**src/rtl/noc_pkg.sv**
```systemverilog
// noc_pkg: shared NoC router types, default sizes and flit-type decode
package noc_pkg;
    localparam int FLIT_W = 16;
    localparam int NUM_PORTS = 5;
    localparam int CREDITS = 4;
    typedef enum logic [1:0] {BODY = 2'b00, HEAD = 2'b01, TAIL = 2'b10, HEAD_TAIL = 2'b11} flit_type_e;
    typedef enum logic [2:0] {NORTH, SOUTH, EAST, WEST, LOCAL} port_e;
    function automatic flit_type_e flit_type(input logic [FLIT_W-1:0] flit);
        return flit_type_e'(flit[FLIT_W-1 -: 2]);
    endfunction
endpackage

```
**src/rtl/xbar_out_alloc_if.sv**
```systemverilog
// xbar_out_alloc_if: input-queue, crossbar and credit signals of one output allocator
interface xbar_out_alloc_if #(
    parameter int NUM_PORTS = noc_pkg::NUM_PORTS,
    parameter int FLIT_W = noc_pkg::FLIT_W,
    parameter int CREDITS = noc_pkg::CREDITS
);
    localparam int CW = $clog2(CREDITS + 1);
    logic [NUM_PORTS-1:0] req_i;
    logic [NUM_PORTS*FLIT_W-1:0] head_flit_i;
    logic credit_i;
    logic [NUM_PORTS-1:0] grant_o;
    logic [NUM_PORTS-1:0] pop_o;
    logic flit_valid_o;
    logic [CW-1:0] credit_cnt_o;
    logic credit_err_o;
    modport master (
        output req_i, head_flit_i, credit_i,
        input grant_o, pop_o, flit_valid_o, credit_cnt_o, credit_err_o
    );
    modport slave (
        input req_i, head_flit_i, credit_i,
        output grant_o, pop_o, flit_valid_o, credit_cnt_o, credit_err_o
    );
endinterface

```
**src/rtl/xbar_out_alloc_rr_arbiter.sv**
```systemverilog
// rr_arbiter: combinational round-robin pick of the first request after rr_ptr, with wrap
module rr_arbiter #(
    parameter int N = 5,
    localparam int PW = $clog2(N)
) (
    input logic [N-1:0] req,
    input logic [PW-1:0] rr_ptr,
    output logic [N-1:0] gnt
);
    always_comb begin
        gnt = '0;
        // scan farthest-first so the nearest requester after rr_ptr overwrites last
        for (int k = N; k >= 1; k--) begin
            gnt = req[(int'(rr_ptr) + k) % N] ? N'(1) << ((int'(rr_ptr) + k) % N) : gnt;
        end
    end
endmodule

```
**src/rtl/xbar_out_alloc.sv**
```systemverilog
// xbar_out_alloc: per-output wormhole switch allocator with round-robin and credit tracking
module xbar_out_alloc
    import noc_pkg::*;
#(
    parameter int NUM_PORTS = noc_pkg::NUM_PORTS,
    parameter int FLIT_W = noc_pkg::FLIT_W,
    parameter int CREDITS = noc_pkg::CREDITS
) (
    input logic clk,
    input logic rst,
    xbar_out_alloc_if.slave bus
);
    localparam int PW = $clog2(NUM_PORTS);
    localparam int CW = $clog2(CREDITS + 1);
    typedef enum logic {IDLE, LOCKED} state_e;
    state_e state;
    logic [PW-1:0] owner, rr_ptr, win_idx;
    logic [NUM_PORTS-1:0] elig, win, grant;
    logic [CW-1:0] cnt;
    logic err, pop_any, last;
    logic [FLIT_W-1:0] owner_flit;
    always_comb begin
        elig = '0;
        for (int i = 0; i < NUM_PORTS; i++) begin
            elig[i] = bus.req_i[i] && (flit_type(bus.head_flit_i[i*FLIT_W +: FLIT_W]) inside {HEAD, HEAD_TAIL});
        end
    end
    rr_arbiter #(.N(NUM_PORTS)) u_arb (.req(elig), .rr_ptr(rr_ptr), .gnt(win));
    always_comb begin
        win_idx = '0;
        for (int i = 0; i < NUM_PORTS; i++) begin
            win_idx = win[i] ? PW'(i) : win_idx;
        end
    end
    assign owner_flit = bus.head_flit_i[owner*FLIT_W +: FLIT_W];
    // grant is only non-zero while LOCKED, so it doubles as the owner mask
    assign bus.pop_o = grant & bus.req_i & {NUM_PORTS{cnt != '0}};
    assign pop_any = |bus.pop_o;
    assign last = pop_any && (flit_type(owner_flit) inside {TAIL, HEAD_TAIL});
    assign bus.grant_o = grant;
    assign bus.flit_valid_o = pop_any;
    assign bus.credit_cnt_o = cnt;
    assign bus.credit_err_o = err;
    always_ff @(posedge clk) begin
        if (rst) begin
            state <= IDLE;
            grant <= '0;
            owner <= '0;
            rr_ptr <= PW'(NUM_PORTS - 1);
            cnt <= CW'(CREDITS);
            err <= 1'b0;
        end else begin
            cnt <= (pop_any && !bus.credit_i) ? cnt - CW'(1) :
                   (!pop_any && bus.credit_i && cnt != CW'(CREDITS)) ? cnt + CW'(1) : cnt;
            err <= err || (bus.credit_i && !pop_any && cnt == CW'(CREDITS));
            if (state == IDLE) begin
                if (|elig) begin
                    state <= LOCKED;
                    owner <= win_idx;
                    grant <= win;
                end
            end else if (last) begin
                state <= IDLE;
                rr_ptr <= owner;
                grant <= '0;
            end
        end
    end
endmodule

```
**src/flat_wrapper.sv**
```systemverilog
// flat-port wrapper written by rule: the top's interface ports become plain ports
module xbar_out_alloc_flat import noc_pkg::*;
#(
    parameter int NUM_PORTS = noc_pkg::NUM_PORTS,
    parameter int FLIT_W = noc_pkg::FLIT_W,
    parameter int CREDITS = noc_pkg::CREDITS
)
  (clk, rst, bus_req_i, bus_head_flit_i, bus_credit_i, bus_grant_o, bus_pop_o, bus_flit_valid_o, bus_credit_cnt_o, bus_credit_err_o);
  xbar_out_alloc_if #(.NUM_PORTS(NUM_PORTS), .FLIT_W(FLIT_W), .CREDITS(CREDITS)) bus_i ();
  input logic clk;
  input logic rst;
  input wire logic [$bits(bus_i.req_i)-1:0] bus_req_i;
  input wire logic [$bits(bus_i.head_flit_i)-1:0] bus_head_flit_i;
  input wire logic [$bits(bus_i.credit_i)-1:0] bus_credit_i;
  output wire logic [$bits(bus_i.grant_o)-1:0] bus_grant_o;
  output wire logic [$bits(bus_i.pop_o)-1:0] bus_pop_o;
  output wire logic [$bits(bus_i.flit_valid_o)-1:0] bus_flit_valid_o;
  output wire logic [$bits(bus_i.credit_cnt_o)-1:0] bus_credit_cnt_o;
  output wire logic [$bits(bus_i.credit_err_o)-1:0] bus_credit_err_o;
  assign bus_i.req_i = bus_req_i;
  assign bus_i.head_flit_i = bus_head_flit_i;
  assign bus_i.credit_i = bus_credit_i;
  assign bus_grant_o = bus_i.grant_o;
  assign bus_pop_o = bus_i.pop_o;
  assign bus_flit_valid_o = bus_i.flit_valid_o;
  assign bus_credit_cnt_o = bus_i.credit_cnt_o;
  assign bus_credit_err_o = bus_i.credit_err_o;
  xbar_out_alloc #(.NUM_PORTS(NUM_PORTS), .FLIT_W(FLIT_W), .CREDITS(CREDITS)) u_core (.clk(clk), .rst(rst), .bus(bus_i));
endmodule
```
**config.mk**
```make
export PLATFORM = sky130hd
export DESIGN_NAME = xbar_out_alloc_flat
export DESIGN_NICKNAME = d
export VERILOG_FILES = /design/src/rtl/noc_pkg.sv /design/src/rtl/xbar_out_alloc_if.sv /design/src/rtl/xbar_out_alloc_rr_arbiter.sv /design/src/rtl/xbar_out_alloc.sv /design/src/flat_wrapper.sv
export SDC_FILE = /design/constraint.sdc
export NUM_CORES = 1
export LEC_CHECK = 0
export CAP_MARGIN = 0
export CORE_ASPECT_RATIO = 1.1
export CORE_MARGIN = 4
export CORE_UTILIZATION = 35
export DETAILED_ROUTE_END_ITERATION = 6
export SLEW_MARGIN = 15
export SYNTH_ARGS = -nofsm -noshare
export SYNTH_HDL_FRONTEND = slang
export SYNTH_HIERARCHICAL = 1
export SYNTH_SLANG_ARGS = --single-unit
```
**constraint.sdc**
```tcl
create_clock -name clk -period 6.1 [get_ports clk]
set_input_delay 1.22 -clock clk [delete_from_list [all_inputs] [get_ports clk]]
set_output_delay 1.22 -clock clk [all_outputs]
set_load 0.01 [all_outputs]
```
Fig. 1: routing congestion map
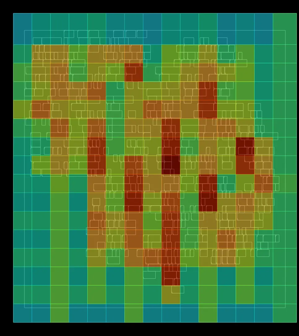
routing usage on met1: 22.1%
grt met3 use: 0.674%
Total Routing Usage GR: 17.2%
met2 GRT Util: 31.6%

Fig. 2: gate-type map
Drawn at 2 px/um.
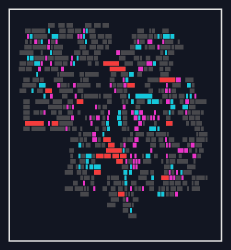
nor cells: drawn in cyan, cells 68. mux cells: drawn in red, cells 20. nand cells: drawn in magenta, cells 94.
final std cells w/o fill: 654
logic share of the area: 73.5%
most frequent logic cell in the layout: nand2_1

Fig. 3: pin map
Drawn at 4 px/um. Pins as bars across the die edge, other pins in grey.
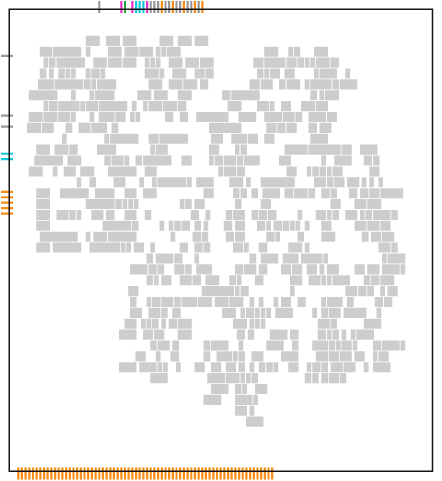
`bus_grant_o`: drawn in cyan, pins 5, direction output, edge 3 top, 2 left. `bus_credit_cnt_o`: drawn in magenta, pins 3, direction output, edge top. `bus_credit_i`: drawn in green, pins 1, direction input, edge top. `bus_head_flit_i`: drawn in orange, pins 80, direction input, edge 70 bottom, 5 top, 5 left.
All pins by edge: 70 bottom, 23 top, 10 left.
Die Span Y: 115 um
Die X: 105 um
port bufs: 32

Fig. 4: layout detail
Window x 40 to 65, y 22 to 47 um. Cells in grey, sequential cells in the stronger grey; small squares are vias.
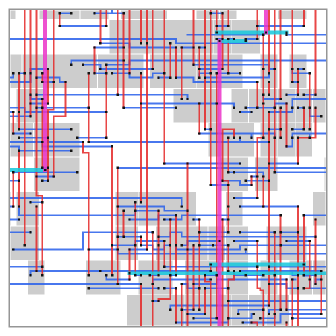
metal 3: drawn in cyan. metal 1: drawn in blue. metal 2: drawn in red. metal 4: drawn in magenta.
49 logic cells have their middle in the window. Sequential cells in the window: 0. Most frequent: nand2_1 (10), mux2i_1 (6), o21ai_0 (5).

==> results.json <==
{
  "synth_dominant_cell_count": "nand2_1",
  "design_area_um2": 4130,
  "yosysWarnings": 6,
  "drv_slew": 0,
  "clock-root-buffer": "clkbuf_8",
  "synthArstFlopShare_pct": 0,
  "cts_tree": "yes",
  "wl_met3_um": 489,
  "grt_pass1_wl_um": 17700,
  "rr_endpoint": "u_core/owner[0]",
  "taps": 140,
  "final-clk-cell-share_pct": 1.33,
  "comb_area_um2": 3040,
  "seq_power_share_pct": 26.6,
  "whs_ns": 0.490,
  "gp_congestion": 0.940,
  "status": "completed",
  "rr_worst_depth": 22,
  "ctsHoldBuffers": 0,
  "logic_gates": 413,
  "synth.logic.top_family": "AND-OR/OR-AND gates",
  "clockBufferCount": 4,
  "syn2layout_area_growth_pct": 13.1,
  "grt_pass1_vias": 3716,
  "cp-end-kind": "flip-flop",
  "nNonClkBuffers": 41,
  "hp-start": "u_core/bus.credit_err_o",
  "top_layer": "met4",
  "maxCapViolations": 0,
  "num-fill-cells": 1035,
  "rsz0062_at_grt": "no",
  "post-route-drc-count": 0,
  "seq_share_pct": 7.78,
  "switching_share_pct": 41.3,
  "holdPathStages": 2,
  "die_area_um2": 12100,
  "clk_pin_slew_worst_paths_ns": 0.06,
  "fmax_mhz": 181,
  "synthTopCellsByCount": "nand2_1, inv_1, ha_1"
}
==> critical path, cell delays in order (launching register included) <==
cell and delay, ns:
dfxtp_2 0.32, inv_1 0.12, ha_1 0.38, xnor2_2 0.40, clkinv_4 0.16, ha_1 0.28
or3b_2 0.45, o22ai_1 0.17, or2_1 0.25, ha_1 0.30, nand4b_1 0.15, o211ai_1 0.15
a2111oi_2 0.23, buf_4 0.22, mux2_2 0.36, o21ai_0 0.39, nor4_1 0.10, o211ai_1 0.18
nand4_1 0.15, inv_1 0.12, a21oi_1 0.07, or3_1 0.32, a21oi_1 0.15
==> registers in the layout, summed over array words and instances (netlist names) <==
name	count
u_core/bus.credit_err_o	1
u_core/bus.credit_cnt_o	3
u_core/state	1
u_core/rr_ptr	3
u_core/bus.grant_o	5
u_core/owner	3
==> power groups by stage <==
stage	clock network [W]	registers (W)	logic (W)
global route	0.000103	0.000133	0.000293
detailed placement	0	0.000134	0.000263
finish	0.0000947	0.000131	0.000267
CTS	0.0000970	0.000131	0.000264
floorplan	0	0.000132	0.000187
global placement	0	0.000133	0.000259
==> layout by cell type, fill, tap and decap left out, types with 5 or more instances in the layout <==
cell type        count
dfxtp_1             15
o21ai_0             19
and2_1               9
nand4_1             10
inv_1               37
or2_2                5
a31oi_1              6
o21ai_1              5
o211ai_1            11
nand3_1             14
mux2i_1             11
nand2b_1             5
buf_4                9
o32ai_1              7
a211o_1              5
ha_1                32
a211oi_1             7
nor2_1              29
nor2b_1              5
clkdlybuf4s50_1     32
a22oi_1              5
nand2_1             59
a21o_1               5
nor3_1              16
o22ai_1              7
a21oi_1             26
==> layer usage <==
metal	global-route usage [%]	up-vias
li1	-	1920
met1	22.1	1855
met2	31.6	114
met3	0.674	16
met4	4.90	0
met5	0	-
Power and IR drop assume default switching activity.
